<file path="src/rtl/adc_touch_if.sv">
// Serial bus between a touch-screen controller (master) and the
// ADS7843-style ADC it talks to (slave).
interface adc_touch_if;
  logic ADC_DCLK;
  logic ADC_CS;
  logic ADC_DIN;
  logic ADC_DOUT;
  logic ADC_BUSY;
  logic ADC_PENIRQ_n;

  modport master (
    output ADC_DCLK, ADC_CS, ADC_DIN,
    input  ADC_DOUT, ADC_BUSY, ADC_PENIRQ_n
  );

  modport slave (
    input  ADC_DCLK, ADC_CS, ADC_DIN,
    output ADC_DOUT, ADC_BUSY, ADC_PENIRQ_n
  );
endinterface

</file>
<file path="src/rtl/adc_touch_responder.sv">
// Stand-in for an external ADS7843-style touch ADC: decodes control bytes,
// answers with an X/Y coordinate on DOUT and drives BUSY and PENIRQ_n.
module adc_touch_responder #(
  parameter int         SYNC_STAGES = 2,
  parameter logic [2:0] X_CHANNEL   = 3'b001,
  parameter logic [2:0] Y_CHANNEL   = 3'b101,
  parameter logic       CS_ACTIVE   = 1'b1
) (
  input  logic        iCLK,
  input  logic        iRST_n,
  adc_touch_if.slave  adc,
  input  logic        iPEN_DOWN,
  input  logic [11:0] iX_POS,
  input  logic [11:0] iY_POS,
  output logic [7:0]  oCMD,
  output logic        oCMD_VALID
);

  typedef enum logic {CWAIT, COLLECT} colState_t;
  typedef enum logic [2:0] {OIDLE, ARM, BUSY, SHIFT, TAIL} outState_t;

  logic [SYNC_STAGES-1:0] dclkSync, csSync, dinSync;
  logic                   dclkPrev;
  logic                   dclkNow, dinNow, selected, rise, fall;

  // NOTE: state registers use non-blocking assignments so every flop samples
  // the pre-edge value of the others, independent of statement order.
  always_ff @(posedge iCLK or negedge iRST_n) begin
    if (!iRST_n) begin
      dclkSync <= '0;
      csSync   <= {SYNC_STAGES{~CS_ACTIVE}};
      dinSync  <= '0;
      dclkPrev <= 1'b0;
    end else begin
      dclkSync <= {dclkSync[SYNC_STAGES-2:0], adc.ADC_DCLK};
      csSync   <= {csSync[SYNC_STAGES-2:0], adc.ADC_CS};
      dinSync  <= {dinSync[SYNC_STAGES-2:0], adc.ADC_DIN};
      dclkPrev <= dclkSync[SYNC_STAGES-1];
    end
  end

  // Edges only count while selected, so a deselect on the same cycle wins.
  assign dclkNow  = dclkSync[SYNC_STAGES-1];
  assign dinNow   = dinSync[SYNC_STAGES-1];
  assign selected = (csSync[SYNC_STAGES-1] == CS_ACTIVE);
  assign rise     = selected &  dclkNow & ~dclkPrev;
  assign fall     = selected & ~dclkNow &  dclkPrev;

  // ---------------- command collector ----------------
  colState_t   colState, colNext;
  logic [2:0]  bitCnt;
  logic [6:0]  cmdShift;
  logic [7:0]  cmdByte;
  logic        capture;
  logic        irqEn;

  assign cmdByte = {cmdShift, dinNow};
  assign capture = (colState == COLLECT) && rise && (bitCnt == 3'd7);

  // NOTE: every always_comb output gets a default first, so no path can
  // leave a signal unassigned and infer a latch.
  always_comb begin
    colNext = colState;
    if (!selected) begin
      colNext = CWAIT;
    end else begin
      case (colState)
        CWAIT:   if (rise && dinNow) colNext = COLLECT;
        COLLECT: if (capture)        colNext = CWAIT;
        default: colNext = CWAIT;
      endcase
    end
  end

  always_ff @(posedge iCLK or negedge iRST_n) begin
    if (!iRST_n) begin
      colState   <= CWAIT;
      bitCnt     <= 3'd0;
      cmdShift   <= 7'd0;
      oCMD       <= 8'd0;
      oCMD_VALID <= 1'b0;
      irqEn      <= 1'b1;
    end else begin
      colState   <= colNext;
      oCMD_VALID <= capture;
      if (colState == CWAIT && rise && dinNow) begin
        bitCnt   <= 3'd1;
        cmdShift <= 7'd1;
      end else if (colState == COLLECT && rise) begin
        bitCnt   <= bitCnt + 3'd1;
        cmdShift <= {cmdShift[5:0], dinNow};
      end
      if (capture) begin
        oCMD  <= cmdByte;
        irqEn <= ~dinNow;
      end
    end
  end

  // ---------------- result shifter ----------------
  outState_t   outState, outNext;
  logic [11:0] outShift, shiftNext, snapData, snapLoad;
  logic [3:0]  outCnt, cntNext;
  logic        dout, doutNext, busy, busyNext, penIrq_n;

  // 8-bit mode is the top byte left-aligned, so one MSB-first shifter serves both.
  always_comb begin
    snapData = 12'h000;
    if (cmdByte[6:4] == X_CHANNEL)      snapData = iX_POS;
    else if (cmdByte[6:4] == Y_CHANNEL) snapData = iY_POS;
    snapLoad = cmdByte[3] ? {snapData[11:4], 4'h0} : snapData;
  end

  always_comb begin
    outNext   = outState;
    shiftNext = outShift;
    cntNext   = outCnt;
    doutNext  = dout;
    busyNext  = busy;
    if (!selected) begin
      outNext  = OIDLE;
      doutNext = 1'b0;
      busyNext = 1'b0;
    end else if (capture) begin
      outNext   = ARM;
      shiftNext = snapLoad;
      cntNext   = cmdByte[3] ? 4'd7 : 4'd11;
    end else if (fall) begin
      case (outState)
        ARM: begin
          busyNext = 1'b1;
          doutNext = 1'b0;
          outNext  = BUSY;
        end
        BUSY: begin
          busyNext  = 1'b0;
          doutNext  = outShift[11];
          shiftNext = {outShift[10:0], 1'b0};
          outNext   = SHIFT;
        end
        SHIFT: begin
          if (outCnt != 4'd0) begin
            doutNext  = outShift[11];
            shiftNext = {outShift[10:0], 1'b0};
            cntNext   = outCnt - 4'd1;
          end else begin
            doutNext = 1'b0;
            outNext  = TAIL;
          end
        end
        default: ;
      endcase
    end
  end

  always_ff @(posedge iCLK or negedge iRST_n) begin
    if (!iRST_n) begin
      outState <= OIDLE;
      outShift <= 12'h000;
      outCnt   <= 4'd0;
      dout     <= 1'b0;
      busy     <= 1'b0;
      penIrq_n <= 1'b1;
    end else begin
      outState <= outNext;
      outShift <= shiftNext;
      outCnt   <= cntNext;
      dout     <= doutNext;
      busy     <= busyNext;
      penIrq_n <= ~(iPEN_DOWN & irqEn &
                    ~((colState == COLLECT) || (outState inside {ARM, BUSY, SHIFT})));
    end
  end

  assign adc.ADC_DOUT     = dout;
  assign adc.ADC_BUSY     = busy;
  assign adc.ADC_PENIRQ_n = penIrq_n;

endmodule

</file>
<file path="src/flat_wrapper.sv">
// flat-port wrapper written by rule: the top's interface ports become plain ports
module adc_touch_responder_flat 
#(
  parameter int         SYNC_STAGES = 2,
  parameter logic [2:0] X_CHANNEL   = 3'b001,
  parameter logic [2:0] Y_CHANNEL   = 3'b101,
  parameter logic       CS_ACTIVE   = 1'b1
)
  (iCLK, iRST_n, iPEN_DOWN, iX_POS, iY_POS, oCMD, oCMD_VALID, adc_ADC_DCLK, adc_ADC_CS, adc_ADC_DIN, adc_ADC_DOUT, adc_ADC_BUSY, adc_ADC_PENIRQ_n);
  adc_touch_if adc_i ();
  input  logic iCLK;
  input  logic iRST_n;
  input  logic iPEN_DOWN;
  input  logic [11:0] iX_POS;
  input  logic [11:0] iY_POS;
  output logic [7:0] oCMD;
  output logic oCMD_VALID;
  input wire logic [$bits(adc_i.ADC_DCLK)-1:0] adc_ADC_DCLK;
  input wire logic [$bits(adc_i.ADC_CS)-1:0] adc_ADC_CS;
  input wire logic [$bits(adc_i.ADC_DIN)-1:0] adc_ADC_DIN;
  output wire logic [$bits(adc_i.ADC_DOUT)-1:0] adc_ADC_DOUT;
  output wire logic [$bits(adc_i.ADC_BUSY)-1:0] adc_ADC_BUSY;
  output wire logic [$bits(adc_i.ADC_PENIRQ_n)-1:0] adc_ADC_PENIRQ_n;
  assign adc_i.ADC_DCLK = adc_ADC_DCLK;
  assign adc_i.ADC_CS = adc_ADC_CS;
  assign adc_i.ADC_DIN = adc_ADC_DIN;
  assign adc_ADC_DOUT = adc_i.ADC_DOUT;
  assign adc_ADC_BUSY = adc_i.ADC_BUSY;
  assign adc_ADC_PENIRQ_n = adc_i.ADC_PENIRQ_n;
  adc_touch_responder #(.SYNC_STAGES(SYNC_STAGES), .X_CHANNEL(X_CHANNEL), .Y_CHANNEL(Y_CHANNEL), .CS_ACTIVE(CS_ACTIVE)) u_core (.iCLK(iCLK), .iRST_n(iRST_n), .adc(adc_i), .iPEN_DOWN(iPEN_DOWN), .iX_POS(iX_POS), .iY_POS(iY_POS), .oCMD(oCMD), .oCMD_VALID(oCMD_VALID));
endmodule
</file>
<file path="config.mk">
export PLATFORM = sky130hd
export DESIGN_NAME = adc_touch_responder_flat
export DESIGN_NICKNAME = d
export VERILOG_FILES = /design/src/rtl/adc_touch_if.sv /design/src/rtl/adc_touch_responder.sv /design/src/flat_wrapper.sv
export SDC_FILE = /design/constraint.sdc
export NUM_CORES = 1
export LEC_CHECK = 0
export ABC_CLOCK_PERIOD_IN_PS = 2400
export CAP_MARGIN = 10
export CORE_ASPECT_RATIO = 0.5
export CORE_MARGIN = 10
export CORE_UTILIZATION = 50
export CTS_BUF_LIST = sky130_fd_sc_hd__clkbuf_8
export DETAILED_ROUTE_END_ITERATION = 12
export PLACE_DENSITY = 0.83
export SYNTH_ARGS = -nofsm -noshare
export SYNTH_HDL_FRONTEND = slang
export SYNTH_SLANG_ARGS = --single-unit
</file>
<file path="constraint.sdc">
create_clock -name iCLK -period 2.4 [get_ports iCLK]
set_input_delay 0.36 -clock iCLK [delete_from_list [all_inputs] [get_ports iCLK]]
set_output_delay 0.36 -clock iCLK [all_outputs]
set_load 0.03 [all_outputs]
</file>
==> changes_impl.md <==
### Changed

- Height of the die: 67.4 µm
- Detailed router's first-iteration violation count: approximately 56
- Total power draw: 1.50 mW
- Endpoint required time on the critical path: roughly 2.6 ns
- Worst Slack Setup Final: 0.395 ns
- Number of standard cells reported by yosys: 191
- Worst min-delay path category: primary input to async pin
- Fmax: 0.499 GHz
- Fraction of final layout cells sized beyond drive strength 1: 0.0894
- Primary FF master, synth: sky130_fd_sc_hd__dfrtp_1
- Number of nets with antenna violations after routing: 0
- Antenna violations before repair: 0
- Clock network contribution to total cell area: 0.0327
- Proportion of register bits with asynchronous set or reset after synthesis: 1.00
- Yosys top cell by area: sky130_fd_sc_hd__dfrtp_1
- Met2 layer usage reported by global route: 0.226
- Number of ordinary inverters in the final layout: 5
- Max cap viols: 0
- Clock input transition at the sequential cells of the worst setup and hold paths: 0.09 ns
- Post-detail-place hpwl: 3530 µm
- Clock buffers created by TritonCTS: 5
- Fraction of area in multi-input gates: 0.330
- Largest registers: u_core.outShift x12, u_core.oCMD x8, u_core.cmdShift x7
- Most common library cell in the layout ignoring fill and taps: sky130_fd_sc_hd__dfrtp_1
- Mux contribution to synthesized area: 0.103
- DR top layer: met4
- Drt pass-1 iters: 4
- Number of rows in the core area: 17
- Aggregate negative setup slack: 0 ns
- Total detailed-routing wirelength: 4830 µm
- Kind of capture point of the worst setup path: flop
- Run status: complete, no violations
- Ys flops: 50
- Unrepaired setup endpoints after global routing: no
- Highest ir drop seen on vdd: 284 µV
- Start point of the critical path: u_core.bitCnt[0]
- Maximum fanout count along the critical path: 21
- Xor/xnor cell area share of the yosys netlist: 0.0156
- Maximum single-stage delay on the critical path: 0.49 ns
- Core occupancy in the finished layout: 0.640
- Switching power total: 0.337 mW
- Area taken by flip-flops and latches: between 0.001 and 0.0015 mm²
- Count of non-CTS buffers in the layout: 45
- Synth cell types: 45
- Pin count of the biggest net entering global routing: 37
- Comb power frac: 0.077
- Total via count in the routed design: 1618
- Global routing met3 resource utilization: 0.0371
- Final non-filler cell total: 292
- Area fraction in and, or, nand and nor cells: 0.144
- Floorplan Utilization: 0.515
- Number of buffers and inverters on the critical path: 1
- Area of the core region: 0.00436 mm²
- MI comb area: 920 µm²
- Sequential share of power: 0.595
- CTS tree: built
- Flip-flop and latch count: roughly 50
power groups by stage:
stage / registers [mW] / logic (mW) / clock network [mW]
detailed placement: 0.905 / 0.117 / 0
global placement: 0.902 / 0.110 / 0
global route: 0.894 / 0.127 / 0.540
CTS: 0.890 / 0.117 / 0.498
floorplan: 0.898 / 0.0409 / 0
finish: 0.891 / 0.115 / 0.493
cells in the mapped netlist (all sizes together) (3+ instances only):
| library cell | number |
|---|---|
| nand2 | 36 |
| xnor2 | 3 |
| buf | 8 |
| ha | 3 |
| o21ai | 7 |
| o22ai | 11 |
| mux2i | 23 |
| a22o | 9 |
| inv | 5 |
| dfrtp | 48 |
| a21oi | 5 |
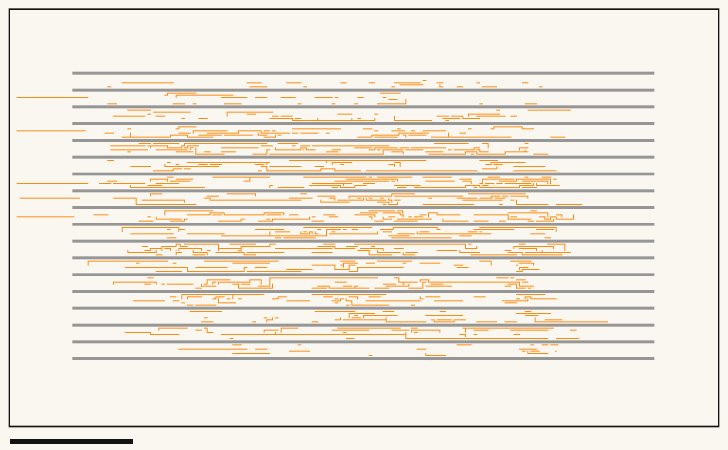
Fig. 1. The metal 1 layer.
Bar = 20 µm. Supply wires on this layer in grey.
- main direction: horizontal
- wire length on this layer: 2090 µm
- share of all routed wire: 43%
- longest straight run: 29.9 µm
- nets with wire on the layer: 248

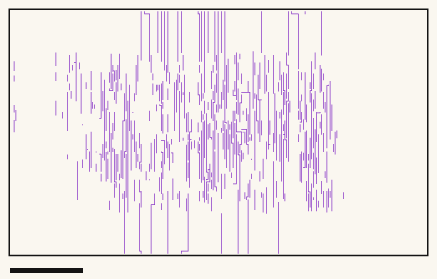
Fig. 2. The metal 2 layer.
Bar = 20 µm.
- wire length on this layer: 2460 µm
- longest straight run: 30.6 µm
- share of all routed wire: 51%

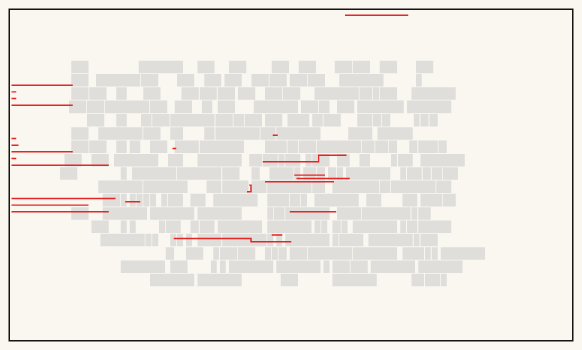
Fig. 3. M3 wires.
- longest straight run: 20.9 µm
- wire length on this layer: 218 µm
- nets with wire on the layer: 20

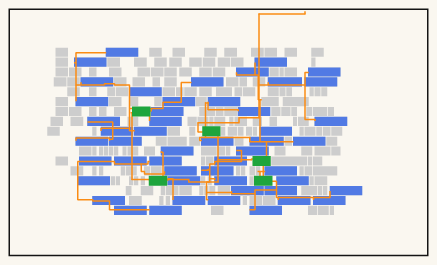
Fig. 4. Clock wires, drivers and flops.
- clock drivers: green (count 5)
- flip-flops: blue (count 50)
- clock wires: orange (length 535 µm)
- routed clock nets: 6

Power figures rest on the tool's default switching activity, not on a simulated workload.
